File: src/rtl/hex_entry_pkg.sv
// Shared ASCII control codes and the line-editor state encoding.
package hex_entry_pkg;

    localparam logic [7:0] ASCII_BS  = 8'h08;
    localparam logic [7:0] ASCII_DEL = 8'h7F;
    localparam logic [7:0] ASCII_CR  = 8'h0D;
    localparam logic [7:0] ASCII_LF  = 8'h0A;
    localparam logic [7:0] ASCII_ESC = 8'h1B;

    typedef enum logic [1:0] {
        IDLE    = 2'd0,
        EDIT    = 2'd1,
        CR_SEEN = 2'd2
    } state_t;

endpackage

File: src/rtl/hex_entry_ascii_hex_decode.sv
// Maps an ASCII character to its hex nibble; is_hex flags 0-9, a-f, A-F.
module ascii_hex_decode (
    input  logic [7:0] ch,
    output logic [3:0] nib,
    output logic       is_hex
);

    always_comb begin
        nib    = 4'h0;
        is_hex = 1'b0;
        if (ch >= 8'h30 && ch <= 8'h39) begin
            nib    = 4'(ch - 8'h30);
            is_hex = 1'b1;
        end else if (ch >= 8'h61 && ch <= 8'h66) begin
            nib    = 4'(ch - 8'h57);
            is_hex = 1'b1;
        end else if (ch >= 8'h41 && ch <= 8'h46) begin
            nib    = 4'(ch - 8'h37);
            is_hex = 1'b1;
        end
    end

endmodule

File: src/rtl/hex_entry.sv
// Line editor turning a UART byte stream into a committed 16-bit hex value
// and the word shown on the 4-digit display.
module hex_entry
    import hex_entry_pkg::*;
#(
    parameter int unsigned TIMEOUT_CYCLES = 50000000,
    parameter bit          OVERWRITE      = 1'b1
) (
    input  logic        clk,
    input  logic        rst,
    input  logic        rx_valid,
    input  logic [7:0]  rx_data,
    output logic [15:0] word,
    output logic [15:0] value,
    output logic        value_valid,
    output logic [2:0]  digit_count,
    output logic        err,
    output logic        abort
);

    localparam bit          TO_EN   = (TIMEOUT_CYCLES > 0);
    localparam int unsigned CNT_W   = TO_EN ? $clog2(TIMEOUT_CYCLES + 1) : 1;
    localparam logic [CNT_W-1:0] TO_LAST = CNT_W'(TO_EN ? TIMEOUT_CYCLES - 1 : 0);
    localparam logic [CNT_W-1:0] CNT_MAX = '1;

    state_t           state;
    logic [15:0]      edit;
    logic [CNT_W-1:0] idle_cnt;

    logic [3:0]  nib;
    logic        is_hex;
    logic        is_bs;
    logic        is_cr;
    logic        is_lf;
    logic        is_esc;
    logic        full;
    logic        timeout_hit;
    logic [15:0] shifted;

    ascii_hex_decode u_decode (
        .ch     (rx_data),
        .nib    (nib),
        .is_hex (is_hex)
    );

    always_comb begin
        is_bs       = (rx_data == ASCII_BS) || (rx_data == ASCII_DEL);
        is_cr       = (rx_data == ASCII_CR);
        is_lf       = (rx_data == ASCII_LF);
        is_esc      = (rx_data == ASCII_ESC);
        full        = (digit_count == 3'd4);
        shifted     = {edit[11:0], nib};
        timeout_hit = TO_EN && (state == EDIT) && !rx_valid && (idle_cnt == TO_LAST);
    end

    // Idle counter: only advances in EDIT, any received byte restarts it.
    always_ff @(posedge clk or posedge rst) begin
        if (rst) begin
            idle_cnt <= '0;
        end else if (rx_valid || state != EDIT || timeout_hit) begin
            idle_cnt <= '0;
        end else if (TO_EN && idle_cnt != CNT_MAX) begin
            idle_cnt <= idle_cnt + CNT_W'(1);
        end
    end

    always_ff @(posedge clk or posedge rst) begin
        if (rst) begin
            state       <= IDLE;
            edit        <= 16'h0000;
            value       <= 16'h0000;
            word        <= 16'h0000;
            digit_count <= 3'd0;
            value_valid <= 1'b0;
            err         <= 1'b0;
            abort       <= 1'b0;
        end else begin
            value_valid <= 1'b0;
            err         <= 1'b0;
            abort       <= 1'b0;
            if (timeout_hit) begin
                state       <= IDLE;
                edit        <= 16'h0000;
                digit_count <= 3'd0;
                word        <= value;
                abort       <= 1'b1;
            end else if (rx_valid && state == EDIT) begin
                if (is_hex) begin
                    if (full && !OVERWRITE) begin
                        err <= 1'b1;
                    end else begin
                        edit <= shifted;
                        word <= shifted;
                        if (!full) digit_count <= digit_count + 3'd1;
                    end
                end else if (is_bs) begin
                    // An empty buffer has nothing to erase.
                    if (digit_count == 3'd0) begin
                        err <= 1'b1;
                    end else begin
                        edit        <= {4'h0, edit[15:4]};
                        word        <= {4'h0, edit[15:4]};
                        digit_count <= digit_count - 3'd1;
                    end
                end else if (is_cr || is_lf) begin
                    if (digit_count != 3'd0) begin
                        value       <= edit;
                        value_valid <= 1'b1;
                        word        <= edit;
                        state       <= is_cr ? CR_SEEN : IDLE;
                    end else begin
                        word  <= value;
                        state <= IDLE;
                    end
                    edit        <= 16'h0000;
                    digit_count <= 3'd0;
                end else if (is_esc) begin
                    state       <= IDLE;
                    edit        <= 16'h0000;
                    digit_count <= 3'd0;
                    word        <= value;
                    abort       <= 1'b1;
                end else begin
                    err <= 1'b1;
                end
            end else if (rx_valid) begin
                // IDLE, or CR_SEEN for anything but the LF of a CRLF pair.
                if (state == CR_SEEN && is_lf) begin
                    state <= IDLE;
                end else if (is_hex) begin
                    edit        <= {12'h000, nib};
                    word        <= {12'h000, nib};
                    digit_count <= 3'd1;
                    state       <= EDIT;
                end else if (!(is_cr || is_lf || is_esc)) begin
                    err <= 1'b1;
                end
            end
        end
    end

endmodule
File: config.mk
export PLATFORM = sky130hd
export DESIGN_NAME = hex_entry
export DESIGN_NICKNAME = d
export VERILOG_FILES = /design/src/rtl/hex_entry_pkg.sv /design/src/rtl/hex_entry_ascii_hex_decode.sv /design/src/rtl/hex_entry.sv
export SDC_FILE = /design/constraint.sdc
export NUM_CORES = 1
export LEC_CHECK = 0
export CORE_ASPECT_RATIO = 0.75
export CORE_MARGIN = 2
export CORE_UTILIZATION = 30
export DETAILED_ROUTE_END_ITERATION = 8
export GPL_TIMING_DRIVEN = 1
export MAX_ROUTING_LAYER = met4
export PLACE_DENSITY_LB_ADDON = 0.08
export SYNTH_ARGS = -nofsm -noshare
export SYNTH_HDL_FRONTEND = slang
export SYNTH_SLANG_ARGS = --single-unit
File: constraint.sdc
create_clock -name clk -period 3 [get_ports clk]
set_input_delay 0.6 -clock clk [delete_from_list [all_inputs] [get_ports clk]]
set_output_delay 0.6 -clock clk [all_outputs]
set_load 0.01 [all_outputs]
==> results.py, run 1 <==
# Synthesis and PnR figures
metrics = {
    "final_layout": {
        "fillers": 1514,
        "num-nets-final": 580,
        "final_cell_area_mm2": 0.00614,
    },
    "setup_path": {
        "worst-setup-path-type": "in -> reg",
        "start_kind": "primary input",
        "cp.depth": 9,
        "worstPathRequired_ps": 3230,
        "crit_start": "rx_data[0]",
    },
    "cts": {
        "cts_made_buffers": 9,
        "cts_max_path_buffers": 2,
        "cts_resized": 0,
        "cts_htree_levels": 3,
        "cts_tree": "yes",
    },
    "logic_synthesis": {
        "area_leaders": "dfrtp_1, mux2_2, a21oi_1, o21ai_0, ha_1",
        "syn_area_per_cell_um2": 10.1,
        "synth_area_mm2": 0.00462,
        "ys_warn_count": 0,
    },
    "min_path": {
        "hold_class": "reg -> reg",
    },
    "place": {
        "io_buffer_count": 48,
        "place_ws_ps": -242,
    },
    "sta": {
        "min_period_over_period_pct": 94.6,
        "min_period_ps": 2840,
        "clock_skew_ps": 9.47,
        "hold_violations": 0,
    },
    "floorplan": {
        "die_h_um": 111,
        "core_area_mm2": 0.0151,
        "die-area_mm2": 0.0164,
    },
    "route": {
        "vias": 4142,
        "drt-initial-drc-count": 327,
        "wl_per_cell_um": 18.3,
    },
    "run_status": {
        "outcome": "completed",
    },
}
-- run 1: worst reg2reg max path, delay by kind of cell (launching register included) --
kind                   cells  cell delay [ps]
AOI/OAI and AO/OA          3              410
buffers and inverters      2              320
DFF                        1              450
and+or+nand+nor            3             1410
-- run 1: cell type report --
type	instances	share of cell area, %
clock buffer	12	4.18
clock inverter	3	0.408
multi-input combinational	338	39.8
timing repair buffer	117	17.3
tap	205	4.18
sequential	82	33.4
inverter	12	0.754
-- run 1: cells in the final DEF (no fill, tap or decap), types with 11 or more instances in the layout --
master	n
clkdlybuf4s50_1	48
mux2_2	24
mux2i_1	11
xor2_1	11
nand3_1	12
inv_1	11
buf_4	64
or3_1	13
nor2_1	28
nand2_1	24
o21ai_0	25
nor3_1	15
dfrtp_1	82
a21oi_1	31
-- run 1: metal layers --
| metal | vias to the layer above | global-route usage (%) | wire [µm] |
|---|---|---|---|
| met5 | - | - | 0 |
| met4 | 0 | 2.88 | 84 |
| met3 | 8 | 4.92 | 754 |
| met2 | 113 | 25.3 | 5830 |
| met1 | 2081 | 28.1 | 7440 |
| li1 | 1940 | - | - |
-- run 1: registers in the layout, summed over array words and instances (netlist names) --
register     cells
edit            16
digit_count      3
state            2
value           16
word            16
err              1
idle_cnt        26
value_valid      1
abort            1
-- run 1: report_power, final --
group	switching [mW]	internal, mW	total (mW)
sequential	0.0735	1.19	1.27
clock	0.460	0.605	1.07
combinational	0.318	0.321	0.639
total	0.852	2.12	2.97
-- run 1: final timing paths --
kind | to | slack, ps
min in group asynchronous | value[13] | 650
max in group asynchronous | idle_cnt[23] | 1700
min | value[14] | 540
max reg2reg | word[15] | 290
max | edit[6] | 160
min reg2reg | value[14] | 540
-- run 1: logic make-up (layout without fill, tap and decap cells) --
family	count (synthesis)	in the layout	synth area share [%]
multiplexers	35	35	8.23
adder cells (fa/ha/maj)	9	9	2.44
AND/OR/NAND/NOR	148	148	17.9
AND-OR/OR-AND	130	130	20.3
XOR/XNOR	16	16	3.03
flip-flops	82	82	44.4
buffers and inverters	39	144	3.71
-- run 1: stage by stage --
| step | setup TNS, ps | cells | total power, mW | utilization (%) |
|---|---|---|---|---|
| 6_report | 0 | 769 | 2.97 | 40.6 |
| 5_1_grt | -13.0 | 769 | 3.15 | 40.6 |
| 4_1_cts | 0 | 769 | 3.01 | 40.4 |
| 3_5_place_dp | -7610 | 754 | 1.92 | 38.5 |
| 3_3_place_gp | -7650 | 754 | 1.92 | 38.5 |
| 2_1_floorplan | 0 | 459 | 1.58 | - |
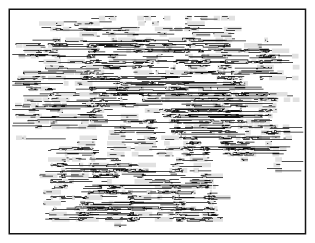
Run 1: signal wires on met1
Drawn at 2 px/µm.
share of all routed wire: 53%
nets with wire on the layer: 538

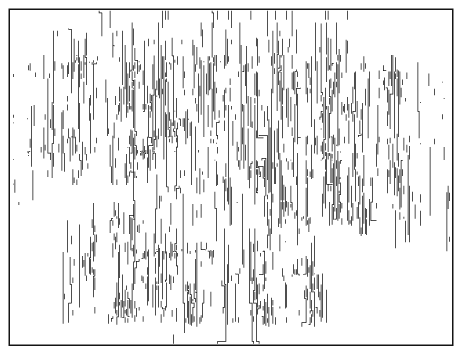
Run 1: M2 wires
Drawn at 3 px/µm.
wire length on this layer: 5830 µm
share of all routed wire: 41%
met2 Use GR: 25.3%
drt total wl: 14100 µm

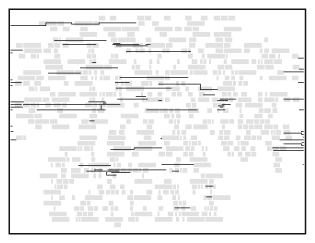
Run 1: metal 3
Drawn at 2 px/µm.
nets with wire on the layer: 62
main direction: horizontal
wire length on this layer: 755 µm
longest straight run: 48.3 µm

==> inputs of run 2 (changes only) <==
TNS_END_PERCENT = 100   (was unset)
==> run 2 against run 1 <==
Effect of this change: register-to-register slack barely moved; flip-flop count did not move; wire length did not move; via count did not move; sequential share of layout area did not move; clock-buffer cell count did not move; critical path depth did not move; worst hold slack did not move; core utilization did not move; first-iteration DRC count did not move; fmax did not move; setup slack did not move.
==> results.py, run 2 <==
# Synthesis and PnR figures
metrics = {
    "final_layout": {
        "final_cell_area_mm2": 0.00614,
        "drive_gt1_share_pct": 22.3,
        "fillers": 1514,
        "largest_register_ffs": 26,
        "areaGrowthSynthToFinish_pct": 32.8,
        "finalNonFillerCells": 769,
        "top_register": "idle_cnt",
        "layout_top_cell": "dfrtp_1",
        "diodes": 0,
        "num-nets-final": 580,
        "final_cell_mix": "dfrtp_1, buf_4, clkdlybuf4s50_1",
    },
    "setup_path": {
        "worstPathRequired_ps": 3230,
        "worst-setup-path-type": "in -> reg",
        "start_kind": "primary input",
        "crit_start": "rx_data[0]",
    },
    "cts": {
        "cts_htree_levels": 3,
        "path_clk_slew_ps": 60,
        "cts_made_buffers": 9,
        "cts_tree": "yes",
    },
    "min_path": {
        "min_from": "value[14]",
        "hold_class": "reg -> reg",
    },
    "floorplan": {
        "ios": 49,
        "core_area_mm2": 0.0151,
        "die_h_um": 111,
    },
    "place": {
        "gp_congestion": 0.853,
        "place_ws_ps": -242,
        "io_buffer_count": 48,
        "place_inst": 754,
    },
    "logic_synthesis": {
        "syn_area_per_cell_um2": 10.1,
        "area_leaders": "dfrtp_1, mux2_2, a21oi_1, o21ai_0, ha_1",
        "synth_area_mm2": 0.00462,
        "ys_warn_count": 0,
    },
    "route": {
        "wl_um": 14100,
        "wl_per_cell_um": 18.3,
        "drt-initial-drc-count": 327,
        "vias": 4142,
    },
    "run_status": {
        "outcome": "completed",
    },
    "sta": {
        "fin_tns_setup_ps": 0,
        "min_period_over_period_pct": 94.6,
        "clock_skew_ps": 9.47,
    },
}
run 2: cell counts after synthesis:
Identical to the previous run, type by type.
run 2: area by class of cell:
cell class	count	share of cell area, %
multi-input combinational	338	39.8
sequential	82	33.4
timing repair buffer	117	17.3
clock buffer	12	4.18
tap	205	4.18
inverter	12	0.754
clock inverter	3	0.408
run 2: final timing paths:
check                          endpoint  slack [ps]  cells past startpoint
hold / removal                value[14]         540                      1
hold reg to reg               value[14]         540                      1
setup / recovery                edit[6]         160                      9
min in group asynchronous     value[13]         650                      2
max in group asynchronous  idle_cnt[23]        1700                      3
setup reg to reg               word[15]         290                      8
run 2: metrics by stage:
stage	power (mW)	hold slack [ps]	utilization, %
floorplan	1.58	495	-
global placement	1.92	517	38.5
detailed placement	1.92	527	38.5
CTS	3.01	545	40.4
global route	3.15	572	40.6
finish	2.97	540	40.6
run 2: per-layer routing:
metal	track usage (%)	vias up	routed length, µm	share of wire, %
li1	-	1940	-	-
met1	28.1	2081	7440	53
met2	25.3	113	5830	41
met3	4.92	8	754	5.3
met4	2.88	0	84	0.60
met5	-	-	0	0
run 2: what timing repair did:
item | in CTS | in global routing
buffers inserted | 0 | 0
setup endpoints to repair | 0 | 22
hold endpoints to repair | 0 | 0
resized | 0 | 6
run 2: cells by family after synthesis:
logic type,share of synthesized area [%]
and+or+nand+nor,17.9
xor gates and xnor gates,3.03
muxes,8.23
DFF,44.4
adders and majority gates,2.44
AOI/OAI and AO/OA,20.3
buffers and inverters,3.71
run 2: critical path, stage by stage:
cell	delay, ps
clkdlybuf4s50_1	530
inv_1	100
ha_1	210
mux2_2	270
a32oi_1	270
o22ai_2	200
a211oi_4	370
buf_12	180
mux2_2	330
run 2: report_power, final:
part / leakage (nW) / switching (mW) / total [mW] / internal [mW]
Sequential: 1.11 / 0.0735 / 1.27 / 1.19
Clock: 0.135 / 0.460 / 1.07 / 0.605
Combinational: 1.43 / 0.318 / 0.639 / 0.321
Total: 2.68 / 0.852 / 2.97 / 2.12
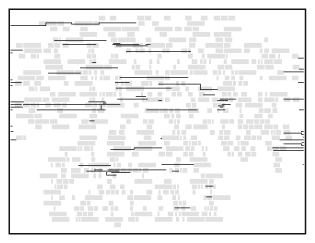
Run 2: metal 3
Drawn at 2 px/µm.
nets with wire on the layer: 62
share of all routed wire: 5.4%
wire length on this layer: 755 µm

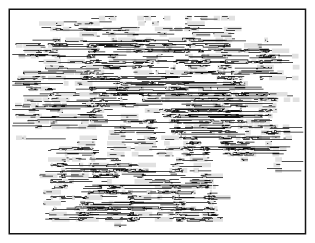
Run 2: signal wires on met1
Drawn at 2 px/µm.
longest straight run: 58.4 µm
nets with wire on the layer: 538

Power figures rest on the tool's default switching activity, not on a simulated workload.
